### Clock network drawn from the DEF, run 1

The bar under the picture is 20 µm long.
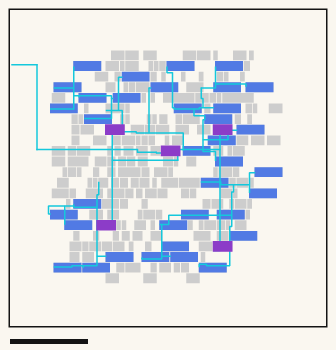
### Metal 3, run 1

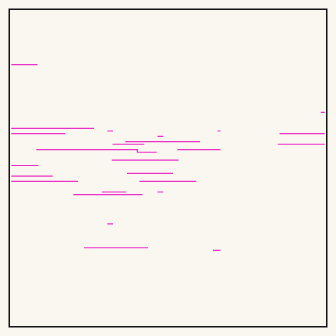
### Cell outlines without signal wires, run 1

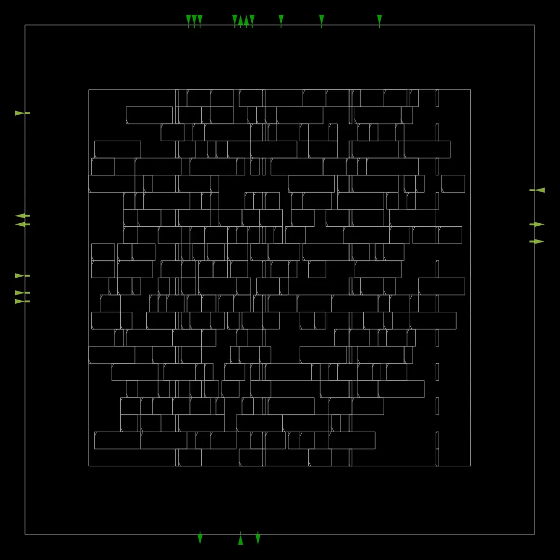
### Pin map, run 1

Pins as bars across the die edge, other pins in gray.
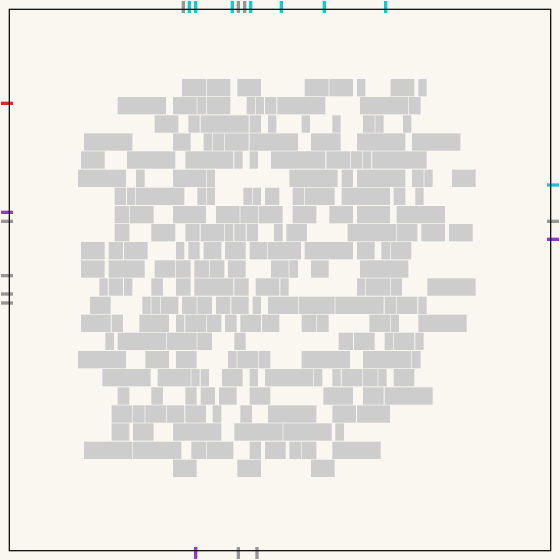
## src/rtl/onewire_pkg.sv

```systemverilog
// Shared state encoding, default slot timing and tick-counter width for the 1-Wire initiator.
package onewire_pkg;

    localparam int TICK_W            = 9;

    localparam int LOW1_TICKS_DEF    = 5;
    localparam int LOW0_TICKS_DEF    = 50;
    localparam int SLOT_TICKS_DEF    = 55;
    localparam int REC_TICKS_DEF     = 2;
    localparam int RST_LOW_TICKS_DEF = 400;
    localparam int RST_REL_TICKS_DEF = 400;
    localparam int PRES_TICKS_DEF    = 55;
    localparam int DRAIN_CYCLES_DEF  = 80;

    typedef enum logic [2:0] {
        S_DRAIN,
        S_IDLE,
        S_RST_LOW,
        S_RST_REL,
        S_SLOT_LOW,
        S_SLOT_REL,
        S_RECOVER
    } ow_state_t;

    // States that consume timer ticks.
    function automatic logic uses_timer(input ow_state_t s);
        return !((s == S_DRAIN) || (s == S_IDLE));
    endfunction

    function automatic logic drives_low(input ow_state_t s);
        return (s == S_RST_LOW) || (s == S_SLOT_LOW);
    endfunction

endpackage

```

## src/rtl/onewire_tick_timer.sv

```systemverilog
// Requesting side of the external 1us delay-timer handshake; counts completed ticks.
module onewire_tick_timer
    import onewire_pkg::*;
(
    input  logic              clk,
    input  logic              reset,
    input  logic              go,
    input  logic              clear,
    input  logic              us_finish,
    output logic              us_start,
    output logic              tick,
    output logic [TICK_W-1:0] ticks
);

    logic outstanding;
    logic issue;

    // A finish only counts when a request is in flight; a new request may be
    // launched in the same cycle that the previous one completes.
    always_comb begin
        tick  = us_finish & outstanding;
        issue = go & (~outstanding | tick);
    end

    always_ff @(posedge clk) begin
        if (reset) begin
            us_start    <= 1'b0;
            outstanding <= 1'b0;
            ticks       <= '0;
        end else begin
            us_start <= issue;
            if (issue) begin
                outstanding <= 1'b1;
            end else if (tick) begin
                outstanding <= 1'b0;
            end
            if (clear) begin
                ticks <= '0;
            end else if (tick) begin
                ticks <= ticks + 1'b1;
            end
        end
    end

endmodule

```

## src/rtl/onewire_master_tx.sv

```systemverilog
// 1-Wire initiator: reset/presence sequence or LSB-first byte write, timed by external ticks.
module onewire_master_tx
    import onewire_pkg::*;
#(
    parameter int LOW1_TICKS    = LOW1_TICKS_DEF,
    parameter int LOW0_TICKS    = LOW0_TICKS_DEF,
    parameter int SLOT_TICKS    = SLOT_TICKS_DEF,
    parameter int REC_TICKS     = REC_TICKS_DEF,
    parameter int RST_LOW_TICKS = RST_LOW_TICKS_DEF,
    parameter int RST_REL_TICKS = RST_REL_TICKS_DEF,
    parameter int PRES_TICKS    = PRES_TICKS_DEF,
    parameter int DRAIN_CYCLES  = DRAIN_CYCLES_DEF
) (
    input  logic       clk,
    input  logic       reset,
    input  logic       cmd_valid,
    output logic       cmd_ready,
    input  logic       cmd_reset,
    input  logic [7:0] cmd_data,
    output logic       done,
    output logic       presence,
    output logic       dq_oe,
    input  logic       dq_in,
    output logic       us_start,
    input  logic       us_finish,
    output logic [2:0] dbg_state
);

    localparam logic [TICK_W-1:0] LOW1_LAST    = TICK_W'(LOW1_TICKS - 1);
    localparam logic [TICK_W-1:0] LOW0_LAST    = TICK_W'(LOW0_TICKS - 1);
    localparam logic [TICK_W-1:0] SLOT_LAST    = TICK_W'(SLOT_TICKS - 1);
    localparam logic [TICK_W-1:0] REC_LAST     = TICK_W'(REC_TICKS - 1);
    localparam logic [TICK_W-1:0] RST_LOW_LAST = TICK_W'(RST_LOW_TICKS - 1);
    localparam logic [TICK_W-1:0] RST_REL_LAST = TICK_W'(RST_REL_TICKS - 1);
    localparam logic [TICK_W-1:0] PRES_LAST    = TICK_W'(PRES_TICKS - 1);
    localparam logic [7:0]        DRAIN_LAST   = 8'(DRAIN_CYCLES - 1);

    ow_state_t         state, state_n;
    logic [7:0]        drain_cnt;
    logic [7:0]        data_q;
    logic [2:0]        bit_idx;
    logic              accept;
    logic              go, clear, tick;
    logic [TICK_W-1:0] ticks;
    logic [TICK_W-1:0] low_last;

    // Command handshake: a command transfers on any cycle where cmd_valid and
    // cmd_ready are both high; cmd_ready is high only in IDLE, so a request made
    // while busy is simply not taken.
    assign cmd_ready = (state == S_IDLE);
    assign accept    = cmd_valid & cmd_ready;
    assign dbg_state = state;

    onewire_tick_timer u_timer (
        .clk       (clk),
        .reset     (reset),
        .go        (go),
        .clear     (clear),
        .us_finish (us_finish),
        .us_start  (us_start),
        .tick      (tick),
        .ticks     (ticks)
    );

    always_comb begin
        state_n  = state;
        low_last = data_q[bit_idx] ? LOW1_LAST : LOW0_LAST;
        case (state)
            S_DRAIN:    if (drain_cnt == DRAIN_LAST) state_n = S_IDLE;
            S_IDLE:     if (accept) state_n = cmd_reset ? S_RST_LOW : S_SLOT_LOW;
            S_RST_LOW:  if (tick && ticks == RST_LOW_LAST) state_n = S_RST_REL;
            S_RST_REL:  if (tick && ticks == RST_REL_LAST) state_n = S_IDLE;
            S_SLOT_LOW: if (tick && ticks == low_last) state_n = S_SLOT_REL;
            S_SLOT_REL: if (tick && ticks == SLOT_LAST) state_n = S_RECOVER;
            S_RECOVER: begin
                if (tick && ticks == REC_LAST) begin
                    state_n = (bit_idx == 3'd7) ? S_IDLE : S_SLOT_LOW;
                end
            end
            default:    state_n = S_DRAIN;
        endcase
        // Request the next tick whenever the state we are heading into is timed.
        go    = uses_timer(state_n);
        // The slot's release phase keeps counting from the start of its low phase.
        clear = (state_n != state) && (state != S_SLOT_LOW);
    end

    always_ff @(posedge clk) begin
        if (reset) begin
            state     <= S_DRAIN;
            drain_cnt <= '0;
            data_q    <= '0;
            bit_idx   <= '0;
            done      <= 1'b0;
            presence  <= 1'b0;
            dq_oe     <= 1'b0;
        end else begin
            state <= state_n;
            dq_oe <= drives_low(state_n);
            done  <= (state_n == S_IDLE) && uses_timer(state);
            if (state == S_DRAIN) begin
                drain_cnt <= drain_cnt + 1'b1;
            end
            if (accept) begin
                data_q  <= cmd_data;
                bit_idx <= '0;
            end else if (state == S_RECOVER && state_n == S_SLOT_LOW) begin
                bit_idx <= bit_idx + 1'b1;
            end
            if (state == S_RST_REL && tick && ticks == PRES_LAST) begin
                presence <= ~dq_in;
            end
        end
    end

endmodule

```

## config.mk

```make
export PLATFORM = sky130hd
export DESIGN_NAME = onewire_master_tx
export DESIGN_NICKNAME = d
export VERILOG_FILES = /design/src/rtl/onewire_pkg.sv /design/src/rtl/onewire_tick_timer.sv /design/src/rtl/onewire_master_tx.sv
export SDC_FILE = /design/constraint.sdc
export NUM_CORES = 1
export LEC_CHECK = 0
export ABC_AREA = 0
export ABC_CLOCK_PERIOD_IN_PS = 3900
export CORE_MARGIN = 10
export CORE_UTILIZATION = 49
export CTS_BUF_LIST = sky130_fd_sc_hd__clkbuf_4 sky130_fd_sc_hd__clkbuf_8 sky130_fd_sc_hd__clkbuf_16
export CTS_CLUSTER_DIAMETER = 60
export DETAILED_ROUTE_END_ITERATION = 12
export PLACE_DENSITY = 0.72
export SLEW_MARGIN = 10
export SYNTH_ARGS = -nofsm -noshare
export SYNTH_HDL_FRONTEND = slang
export SYNTH_SLANG_ARGS = --single-unit
```

## constraint.sdc

```tcl
create_clock -name clk -period 3.9 [get_ports clk]
set_clock_uncertainty 0.2 [all_clocks]
set_input_delay 0.39 -clock clk [delete_from_list [all_inputs] [get_ports clk]]
set_output_delay 0.39 -clock clk [all_outputs]
set_load 0.1 [all_outputs]
```

==> flow_summary.toml, run 1 <==
# generated from flow reports
[cells_and_area]
comb_share_pct = 48.41
nNonClkBuffers = 23
seq_area_um2 = 720.7
dominant_cells = "logic gates"
layout_top_cell = "dfxtp_1"
logic_area_um2 = 1050
regMostFlops = "u_timer.ticks"
flop-count = 36
final-instance-count-excl-fill = 276
largest_registers = "u_timer.ticks x9, data_q x8, drain_cnt x8"
largest_reg_flops = 9

[routing]
dr_wl_met3_um = 255
vias = 1526
drc = 0

[global_route]
antenna_found_initial = 0
grt_pass1_vias = 1425

[pwr]
power_mw = 0.6850
power_density_nw_per_um2 = 315.9
power_leakage_nw = 0.7495

[clock_tree]
clkSinkCount = 36

[final_timing]
finalHoldViolCount = 0
setup_slack_ns = 1.039
rsz0062_at_grt = "false"
finalSetupViolCount = 0
worst_pin_slew_ns = 1.122
slew_headroom_pct = 24.40

[critical_path]
required_ns = 3.31
reg2reg_to = "u_timer.ticks[1]"
startpoint = "dbg_state[2]"
reg2reg_depth = 5

[outcome]
outcome = "completed"

[yosys]
ys.flop_type = "dfxtp_1"
common_cells = "dfxtp_1, nand2_1, nor2_1, nor3_1"
avgSynthCellArea_um2 = 8.807
yosysTopAreaCell = "dfxtp_1"
ys_sh_xor_pct = 8.167
ys_sh_adder_pct = 4.118
area_leaders = "dfxtp_1, nand2_1, xnor2_1"
syn_area_um2 = 1823

[die]
dieWidth_um = 81.00
chip_area_um2 = 6560

[place]
dp.cells = 268
About 'Clock network drawn from the DEF':
[clock wires] cyan | length: 476 µm
[cells driving clock nets] purple | count: 5
[flip-flops] blue | count: 36
routed clock nets	6
clock share of power: 41.6%
Clk. pwr: 0.285 mW
Insertion Delay late pin: 0.29 ns

About 'Metal 3':
share of all routed wire	6.5%
main direction	horizontal

About 'Cell outlines without signal wires':
core area: 3633 µm²
sequential share of cell area: 33.24%
FP Rows: 22
tap cell count: 48

About 'Pin map':
port	color	pins	direction	edge
`dbg_state`	purple	3	output	1 right, 1 bottom, 1 left
`cmd_data`	cyan	8	input	7 top, 1 right
`clk`	red	1	input	left
all pins by edge	10 top, 6 left, 3 right, 3 bottom

==> inputs of run 2 (changes only) <==
--- a/config.mk
+++ b/config.mk
@@ -6,13 +6,13 @@
 export NUM_CORES = 1
 export LEC_CHECK = 0
 export ABC_AREA = 0
-export ABC_CLOCK_PERIOD_IN_PS = 3900
+export ABC_CLOCK_PERIOD_IN_PS = 2600
 export CORE_MARGIN = 10
 export CORE_UTILIZATION = 49
 export CTS_BUF_LIST = sky130_fd_sc_hd__clkbuf_4 sky130_fd_sc_hd__clkbuf_8 sky130_fd_sc_hd__clkbuf_16
 export CTS_CLUSTER_DIAMETER = 60
 export DETAILED_ROUTE_END_ITERATION = 12
-export PLACE_DENSITY = 0.72
+export PLACE_DENSITY = 0.74
 export SLEW_MARGIN = 10
 export SYNTH_ARGS = -nofsm -noshare
 export SYNTH_HDL_FRONTEND = slang
==> constraint.sdc (replaced) <==
create_clock -name clk -period 2.6 [get_ports clk]
set_clock_uncertainty 0.2 [all_clocks]
set_input_delay 0.26 -clock clk [delete_from_list [all_inputs] [get_ports clk]]
set_output_delay 0.26 -clock clk [all_outputs]
set_load 0.1 [all_outputs]
### Clock network drawn from the DEF, run 2

The bar under the picture is 20 µm long.
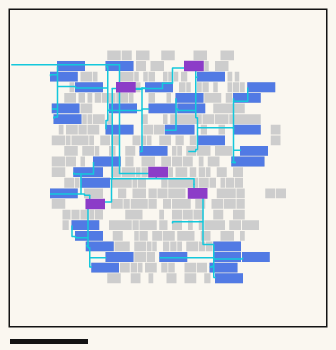
Clk. pwr: 0.413 mW
clock share of power: 40.8%

==> run 2 against run 1 <==
Wire length increased by 0.23%. Combinational power increased by 53%. First-iteration DRC count decreased by 11%. Worst hold slack got worse by 0.00082 ns. Setup slack got worse by 0.92 ns. Die size unchanged. Highest routed layer unchanged.
==> flow_summary.toml, run 2 <==
# generated from flow reports
[final_timing]
slew_headroom_pct = 69.80
finalSetupViolCount = 0
finalHoldViolCount = 0
setup_slack_ns = 0.1154

[yosys]
ys_sh_xor_pct = 8.167
avgSynthCellArea_um2 = 8.807
syn_area_um2 = 1823
ys.flop_type = "dfxtp_1"

[die]
std_cell_rows = 22
nWellTaps = 48

[critical_path]
required_ns = 2.59
reg2reg_depth = 7
reg2reg_to = "u_timer.ticks[7]"

[cells_and_area]
nNonClkBuffers = 36
layout_top_cell = "dfxtp_1"
seq_area_um2 = 728.2
final-instance-count-excl-fill = 289
logic_area_um2 = 1099
largest_registers = "u_timer.ticks x9, data_q x8, drain_cnt x8"
flop-count = 36

[clock_tree]
clkSinkCount = 36
clk_latency_ns = 0.29

[global_route]
antenna_found_initial = 0

[routing]
vias = 1544
drc = 0

[outcome]
outcome = "completed"
### Pin map, run 2

Pins as bars across the die edge, other pins in gray.
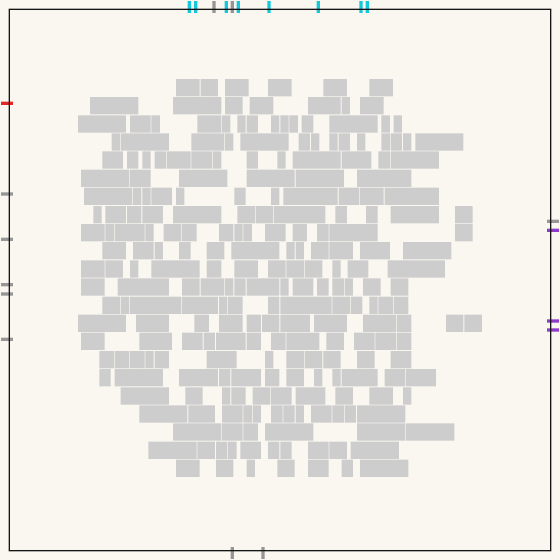
port	color	pins	direction	edge
`clk`	red	1	input	left
`dbg_state`	purple	3	output	right
`cmd_data`	cyan	8	input	top
all pins by edge	10 top, 6 left, 4 right, 2 bottom
Die W: 81.00 µm
IO buf count: 21
die y size: 81.00 µm

==> inputs of run 3 (changes only) <==
--- a/config.mk
+++ b/config.mk
@@ -6,13 +6,13 @@
 export NUM_CORES = 1
 export LEC_CHECK = 0
 export ABC_AREA = 0
-export ABC_CLOCK_PERIOD_IN_PS = 2600
+export ABC_CLOCK_PERIOD_IN_PS = 2300
 export CORE_MARGIN = 10
 export CORE_UTILIZATION = 49
 export CTS_BUF_LIST = sky130_fd_sc_hd__clkbuf_4 sky130_fd_sc_hd__clkbuf_8 sky130_fd_sc_hd__clkbuf_16
 export CTS_CLUSTER_DIAMETER = 60
 export DETAILED_ROUTE_END_ITERATION = 12
-export PLACE_DENSITY = 0.74
+export PLACE_DENSITY = 0.72
 export SLEW_MARGIN = 10
 export SYNTH_ARGS = -nofsm -noshare
 export SYNTH_HDL_FRONTEND = slang
==> constraint.sdc (replaced) <==
create_clock -name clk -period 2.3 [get_ports clk]
set_clock_uncertainty 0.2 [all_clocks]
set_input_delay 0.23 -clock clk [delete_from_list [all_inputs] [get_ports clk]]
set_output_delay 0.23 -clock clk [all_outputs]
set_load 0.1 [all_outputs]
### Pin map, run 3

Pins as bars across the die edge, other pins in gray.
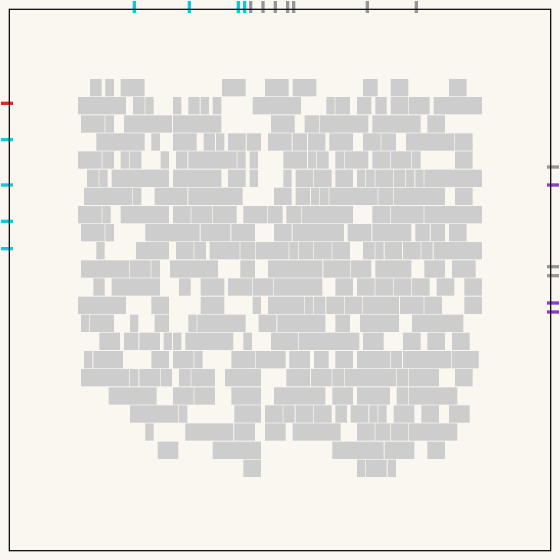

==> run 3 against run 2 <==
The flow now finishes with violations (setup timing). Die size unchanged. Flip-flop count unchanged. Maximum frequency up 3.1%. Critical path depth up 1. Count of clock-buffer cells in the layout up 1. Sequential share of layout area down 3.7 points. Cell count up 9.3%. Wire length up 24%. Sequential power up 13%. Critical endpoint is now u_timer.ticks[1].
==> flow_summary.toml, run 3 <==
# generated from flow reports
[cells_and_area]
flop-count = 36
regMostFlops = "u_timer.ticks"
dominant_cells = "logic gates"
largest_reg_flops = 9
seq_share_pct = 27.93
logic_area_um2 = 1192

[final_timing]
setup_slack_ns = -0.1106
finalSetupViolCount = 10
worst_pin_slew_ns = 0.4031

[pwr]
power_density_nw_per_um2 = 443.2
clk-power_mw = 0.486

[critical_path]
reg2reg_to = "u_timer.ticks[1]"
reg2reg_depth = 8

[die]
dieWidth_um = 81.00
nWellTaps = 48
core_um2 = 3633

[outcome]
violations = "setup timing"
outcome = "finished with violations"

[yosys]
area_leaders = "dfxtp_1, nand2_1, xnor2_1"
avgSynthCellArea_um2 = 8.807
syn_area_um2 = 1823

[routing]
drc = 0
vias = 1745

[place]
dp.cells = 296
### Clock network drawn from the DEF, run 3

The bar under the picture is 20 µm long.
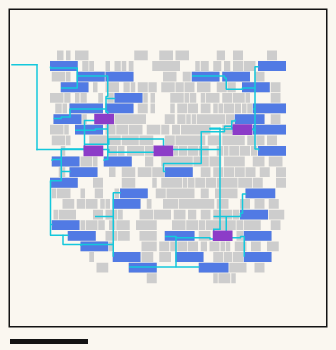
[cells driving clock nets] purple | count: 5
[clock wires] cyan | length: 467 µm
[flip-flops] blue | count: 36
routed clock nets	6


==> layout pictures side by side <==
Cell area per tile.
8 x 8 tiles, from white (low) to dark blue (high), 0 to 100% covered.
Plate I
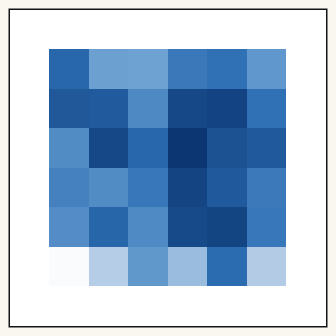
Plate II
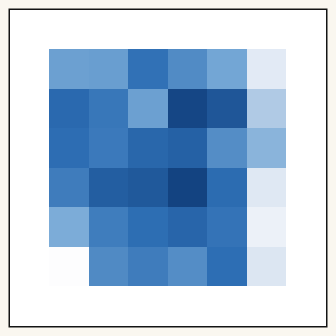
Plate III
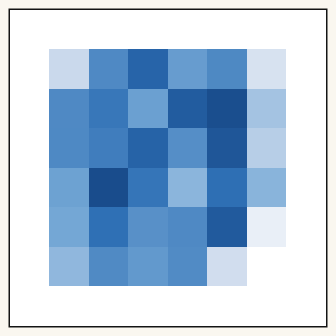
| picture | from |
|---|---|
| Plate III | run 1 |
| Plate II | run 2 |
| Plate I | run 3 |

Key to Plate III:
mean over tiles	32%
nearly empty tiles	45%
fullest tile	89%
densest ninth of the die	middle

No activity file was given, so power comes from the tool's default toggle rates.
